<file path="src/rtl/division_arbiter_2_if.sv">
// Requester-side and divider-side signals of the two-port division arbiter.
// The arbiter connects through the slave modport; the environment drives the master side.
interface division_arbiter_2_if;
  logic        req0;
  logic        req1;
  logic [31:0] op1_0;
  logic [31:0] op2_0;
  logic [31:0] op1_1;
  logic [31:0] op2_1;
  logic        gnt0;
  logic        gnt1;
  logic        done0;
  logic        done1;
  logic [63:0] result;
  logic        div_zero;
  logic        timeout_err;
  logic        div_start;
  logic [31:0] div_operand1;
  logic [31:0] div_operand2;
  logic [63:0] div_result;
  logic        div_finish;

  modport slave (
    input  req0, req1, op1_0, op2_0, op1_1, op2_1, div_result, div_finish,
    output gnt0, gnt1, done0, done1, result, div_zero, timeout_err,
           div_start, div_operand1, div_operand2
  );

  modport master (
    output req0, req1, op1_0, op2_0, op1_1, op2_1, div_result, div_finish,
    input  gnt0, gnt1, done0, done1, result, div_zero, timeout_err,
           div_start, div_operand1, div_operand2
  );
endinterface

</file>
<file path="src/rtl/division_arbiter_2.sv">
// Round-robin arbiter sharing one 32-bit signed divider between two requesters,
// with divide-by-zero bypass and a watchdog on the divider's completion.
module division_arbiter_2 #(
  parameter int TIMEOUT = 40
) (
  input  logic                 clock,
  input  logic                 reset,
  division_arbiter_2_if.slave  bus
);

  typedef enum logic [1:0] {
    IDLE  = 2'd0,
    START = 2'd1,
    WAIT  = 2'd2,
    DONE  = 2'd3
  } state_t;

  localparam logic [5:0] TIMEOUT_CNT = 6'(TIMEOUT);

  state_t      state_q, state_d;
  logic        last_q, last_d;
  logic [31:0] opa_q, opa_d;
  logic [31:0] opb_q, opb_d;
  logic [63:0] result_q, result_d;
  logic        div_zero_q, div_zero_d;
  logic        timeout_err_q, timeout_err_d;
  logic [5:0]  cnt_q, cnt_d;

  logic        any_req;
  logic        winner;
  logic [31:0] win_a;
  logic [31:0] win_b;
  logic [5:0]  cnt_inc;

  // last_q doubles as the owner of the in-flight operation.
  always_comb begin
    any_req = bus.req0 | bus.req1;
    if (bus.req0 && bus.req1) begin
      winner = ~last_q;
    end else begin
      winner = bus.req1;
    end
    win_a   = winner ? bus.op1_1 : bus.op1_0;
    win_b   = winner ? bus.op2_1 : bus.op2_0;
    cnt_inc = (cnt_q == 6'h3F) ? cnt_q : cnt_q + 6'd1;
  end

  always_comb begin
    state_d       = state_q;
    last_d        = last_q;
    opa_d         = opa_q;
    opb_d         = opb_q;
    result_d      = result_q;
    div_zero_d    = div_zero_q;
    timeout_err_d = timeout_err_q;
    cnt_d         = cnt_q;
    case (state_q)
      IDLE: begin
        if (any_req) begin
          last_d = winner;
          opa_d  = win_a;
          opb_d  = win_b;
          if (win_b == 32'd0) begin
            result_d      = 64'd0;
            div_zero_d    = 1'b1;
            timeout_err_d = 1'b0;
            state_d       = DONE;
          end else begin
            state_d = START;
          end
        end
      end
      START: begin
        cnt_d   = 6'd0;
        state_d = WAIT;
      end
      WAIT: begin
        cnt_d = cnt_inc;
        // A zero count marks the first WAIT cycle, where a stale finish is ignored.
        if (bus.div_finish && (cnt_q != 6'd0)) begin
          result_d      = bus.div_result;
          div_zero_d    = 1'b0;
          timeout_err_d = 1'b0;
          state_d       = DONE;
        end else if (cnt_inc == TIMEOUT_CNT) begin
          result_d      = 64'd0;
          div_zero_d    = 1'b0;
          timeout_err_d = 1'b1;
          state_d       = DONE;
        end
      end
      DONE: begin
        state_d = IDLE;
      end
      default: begin
        state_d = IDLE;
      end
    endcase
  end

  always_ff @(posedge clock or posedge reset) begin
    if (reset) begin
      state_q       <= IDLE;
      last_q        <= 1'b1;
      opa_q         <= 32'd0;
      opb_q         <= 32'd0;
      result_q      <= 64'd0;
      div_zero_q    <= 1'b0;
      timeout_err_q <= 1'b0;
      cnt_q         <= 6'd0;
    end else begin
      state_q       <= state_d;
      last_q        <= last_d;
      opa_q         <= opa_d;
      opb_q         <= opb_d;
      result_q      <= result_d;
      div_zero_q    <= div_zero_d;
      timeout_err_q <= timeout_err_d;
      cnt_q         <= cnt_d;
    end
  end

  // Grants are gated by reset so no pulse escapes while the block is held in reset.
  assign bus.gnt0         = (state_q == IDLE) && !reset && any_req && !winner;
  assign bus.gnt1         = (state_q == IDLE) && !reset && any_req && winner;
  assign bus.done0        = (state_q == DONE) && !last_q;
  assign bus.done1        = (state_q == DONE) && last_q;
  assign bus.div_start    = (state_q == START);
  assign bus.div_operand1 = opa_q;
  assign bus.div_operand2 = opb_q;
  assign bus.result       = result_q;
  assign bus.div_zero     = div_zero_q;
  assign bus.timeout_err  = timeout_err_q;

endmodule

</file>
<file path="src/flat_wrapper.sv">
// flat-port wrapper written by rule: the top's interface ports become plain ports
module division_arbiter_2_flat 
#(
  parameter int TIMEOUT = 40
)
  (clock, reset, bus_req0, bus_req1, bus_op1_0, bus_op2_0, bus_op1_1, bus_op2_1, bus_div_result, bus_div_finish, bus_gnt0, bus_gnt1, bus_done0, bus_done1, bus_result, bus_div_zero, bus_timeout_err, bus_div_start, bus_div_operand1, bus_div_operand2);
  division_arbiter_2_if bus_i ();
  input  logic clock;
  input  logic reset;
  input wire logic [$bits(bus_i.req0)-1:0] bus_req0;
  input wire logic [$bits(bus_i.req1)-1:0] bus_req1;
  input wire logic [$bits(bus_i.op1_0)-1:0] bus_op1_0;
  input wire logic [$bits(bus_i.op2_0)-1:0] bus_op2_0;
  input wire logic [$bits(bus_i.op1_1)-1:0] bus_op1_1;
  input wire logic [$bits(bus_i.op2_1)-1:0] bus_op2_1;
  input wire logic [$bits(bus_i.div_result)-1:0] bus_div_result;
  input wire logic [$bits(bus_i.div_finish)-1:0] bus_div_finish;
  output wire logic [$bits(bus_i.gnt0)-1:0] bus_gnt0;
  output wire logic [$bits(bus_i.gnt1)-1:0] bus_gnt1;
  output wire logic [$bits(bus_i.done0)-1:0] bus_done0;
  output wire logic [$bits(bus_i.done1)-1:0] bus_done1;
  output wire logic [$bits(bus_i.result)-1:0] bus_result;
  output wire logic [$bits(bus_i.div_zero)-1:0] bus_div_zero;
  output wire logic [$bits(bus_i.timeout_err)-1:0] bus_timeout_err;
  output wire logic [$bits(bus_i.div_start)-1:0] bus_div_start;
  output wire logic [$bits(bus_i.div_operand1)-1:0] bus_div_operand1;
  output wire logic [$bits(bus_i.div_operand2)-1:0] bus_div_operand2;
  assign bus_i.req0 = bus_req0;
  assign bus_i.req1 = bus_req1;
  assign bus_i.op1_0 = bus_op1_0;
  assign bus_i.op2_0 = bus_op2_0;
  assign bus_i.op1_1 = bus_op1_1;
  assign bus_i.op2_1 = bus_op2_1;
  assign bus_i.div_result = bus_div_result;
  assign bus_i.div_finish = bus_div_finish;
  assign bus_gnt0 = bus_i.gnt0;
  assign bus_gnt1 = bus_i.gnt1;
  assign bus_done0 = bus_i.done0;
  assign bus_done1 = bus_i.done1;
  assign bus_result = bus_i.result;
  assign bus_div_zero = bus_i.div_zero;
  assign bus_timeout_err = bus_i.timeout_err;
  assign bus_div_start = bus_i.div_start;
  assign bus_div_operand1 = bus_i.div_operand1;
  assign bus_div_operand2 = bus_i.div_operand2;
  division_arbiter_2 #(.TIMEOUT(TIMEOUT)) u_core (.clock(clock), .reset(reset), .bus(bus_i));
endmodule
</file>
<file path="config.mk">
export PLATFORM = sky130hd
export DESIGN_NAME = division_arbiter_2_flat
export DESIGN_NICKNAME = d
export VERILOG_FILES = /design/src/rtl/division_arbiter_2_if.sv /design/src/rtl/division_arbiter_2.sv /design/src/flat_wrapper.sv
export SDC_FILE = /design/constraint.sdc
export NUM_CORES = 1
export LEC_CHECK = 0
export CAP_MARGIN = 5
export CORE_AREA = 5 5 127 129
export CTS_CLUSTER_DIAMETER = 150
export DETAILED_ROUTE_END_ITERATION = 10
export DIE_AREA = 0 0 132 134
export DONT_BUFFER_PORTS = 1
export MAX_ROUTING_LAYER = met4
export PLACE_DENSITY = 0.72
export SETUP_SLACK_MARGIN = 0.02
export SLEW_MARGIN = 20
export SYNTH_ARGS = -nofsm -noshare
export SYNTH_HDL_FRONTEND = slang
export SYNTH_SLANG_ARGS = --single-unit
</file>
<file path="constraint.sdc">
create_clock -name clock -period 5.9 [get_ports clock]
set_clock_uncertainty 0.2 [all_clocks]
set_input_delay 0.885 -clock clock [delete_from_list [all_inputs] [get_ports clock]]
set_output_delay 0.885 -clock clock [all_outputs]
set_load 0.01 [all_outputs]
</file>
Fig. 1: supply network
The bar under the picture is 50 µm long. Pins as bars on the die edge.
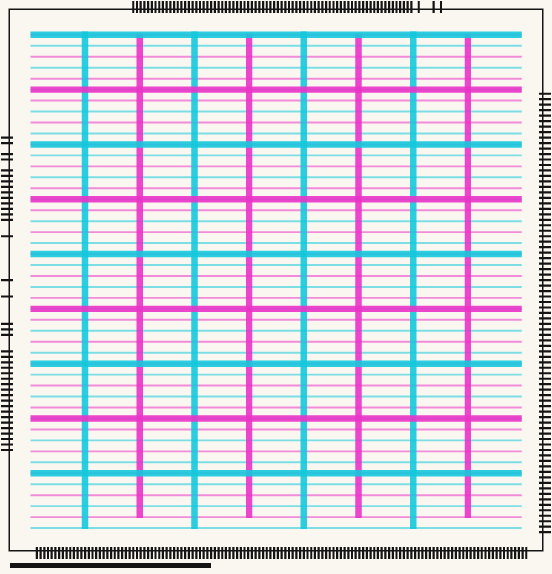
magenta -> VDD
cyan -> VSS
met1 rails = 46
rows = 45
met5 straps = 9
met4 straps = 8
signal pins = 332

Fig. 2: metal layers overlaid
The bar under the picture is 50 µm long. Two of the layers only.
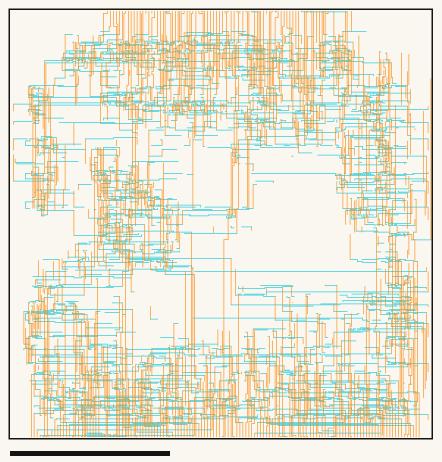
orange -> metal 2  # wire length 10400 µm
cyan -> metal 1  # wire length 8040 µm

metrics by stage:
step | util [%] | instance area (µm²) | setup WS, ps | total power [mW]
finish | 51.6 | 7700 | 2610 | 4.22
global route | 51.6 | 7700 | 2470 | 4.53
CTS | 51.6 | 7700 | 2580 | 4.26
detailed placement | 47.7 | 7120 | 2620 | 3.24
global placement | 47.7 | 7120 | 2700 | 3.13
floorplan | - | 7060 | 525 | 2.87
power groups by stage:
stage                     Sequential, mW  Clock [mW]  Combinational [mW]
after floorplan                     1.83           0                1.04
after global placement              1.98           0                1.15
after detailed placement            2.00           0                1.24
after CTS                           1.99        1.04                1.24
after global routing                2.04        1.08                1.41
final                               1.98        1.02                1.22
per-layer routing:
metal / up-vias / share of wire (%) / GRT usage (%)
met1: 2815 / 39 / 28.2
li1: 2591 / - / -
met5: - / 0 / -
met4: 0 / 2.5 / 7.77
met2: 280 / 51 / 37.5
met3: 40 / 7.7 / 6.64
worst max-delay path by stage:
stage | startpoint | endpoint
after floorplan | reset | bus_gnt1
after global placement | bus_req1 | u_core.bus.result[60]
after detailed placement | bus_req1 | u_core.bus.result[60]
after CTS | u_core.state_q[0] | bus_gnt0
after global routing | u_core.state_q[0] | bus_gnt0
final | u_core.state_q[0] | bus_gnt0
placed cells by master, fill, tap and decap left out, types with 3 or more instances in the layout:
cell type and n:
nor4_1 16, nand2b_1 4, inv_1 70, clkbuf_8 4, nor2_1 5, dfrtp_1 138
o221ai_1 54, nand4_1 4, clkinv_4 3, ha_1 6, mux2i_1 65, buf_4 10
a21oi_1 8, clkbuf_16 17, o221ai_2 10, nand3_1 67, o21ai_0 70, nand2_1 137
clkinv_2 4
worst max-delay path, stage by stage (launching register included):
cell and delay, ps:
dfrtp_1 400, inv_1 110, ha_1 450, o21ai_4 80, buf_4 300, nor3_1 450
==> metrics.cfg <==
[yosys]
syn_area_per_cell_um2 = 9.42
ys_sh_aoi_pct = 16.8
synth_cell_types = 43
simple_gate_share_pct = 15.7
most_common_cell = dfrtp_1
ys_area_um2 = 7060
ys_seq_share_pct = 49.3
fa_ha_area_share_pct = 1.06
syn_nets = 952
ys.flops = 139
synthesis.area_um2 = 7060
synthTopCellsByCount = dfrtp_1, nand2_1, inv_1, o21ai_0, nand3_1
synth-async-reset-ratio_pct = 100
yosysTopAreaCellShare_pct = 48.9
yosys_cells = 749
edf_count = 0

[pwr]
p_seq_share_pct = 46.9
peakVddDrop_uv = 218
power_density_nw_per_um2 = 549
switching_share_pct = 40.2
comb_power_share_pct = 28.9
p_int_mw = 2.52

[routing]
firstDrtPassIters = 6
vias_per_cell = 6.22
wire_per_inst_um = 22.4
drc = 0
routed_wl_mm = 20.6
drtIter0Drc = 448
ant_nets = 0

[worst_setup_path]
crit_path_max_fanout = 57
r2r_start = u_core.cnt_q[0]
r2r_slack_ps = 2930
path_class = flip-flop to primary output
cp-start-kind = flip-flop
critPathCaptureType = primary output
ff2ff_path_depth = 8

[cells_and_area]
final-nonclk-buf-share_pct = 0.975
largest_cell_class = sequential cells
sh_seq_area_pct = 45.2
flop-count = 139
n_all_buffers = 10
drive_gt1_share_pct = 8.61
area_growth_pct = 9.06
num-nonclk-inverters = 71
nMultiInputCombCells = 480
area.combinational_um2 = 3060
fillers = 1329
final_nets = 922
largest_register_ffs = 64

[die]
ios = 332
fp.dieH_um = 134
die_x_um = 132
die-area_um2 = 17700
tap_cells = 188
rows = 45

[clock_network]
clk_pin_slew_ps = 60
clockBufferDepth = 2
cts_made_buffers = 17
cts_resized = 0
cts_sinks = 139

[grt]
grt_max_degree = 75
grt_use_total_pct = 23.2
grt_pass1_wl_mm = 32.1
antenna_found_initial = 0

[timing]
hold_viol = 0
setup_viol = 0
setup_tns_ps = 0
slew-limit-headroom_pct = 39.3
finalCritPeriodShare_pct = 55.7
hold-worst-slack_ps = 221
drv_slew = 0

[placed_design]
dp_hpwl_mm = 15.1
port-buffer-count = 0
dp_cells = 888

[min_path]
hold_path_class = primary input to asynchronous set/reset pin

[run_status]
outcome = complete, no violations

Power and IR drop assume default switching activity.
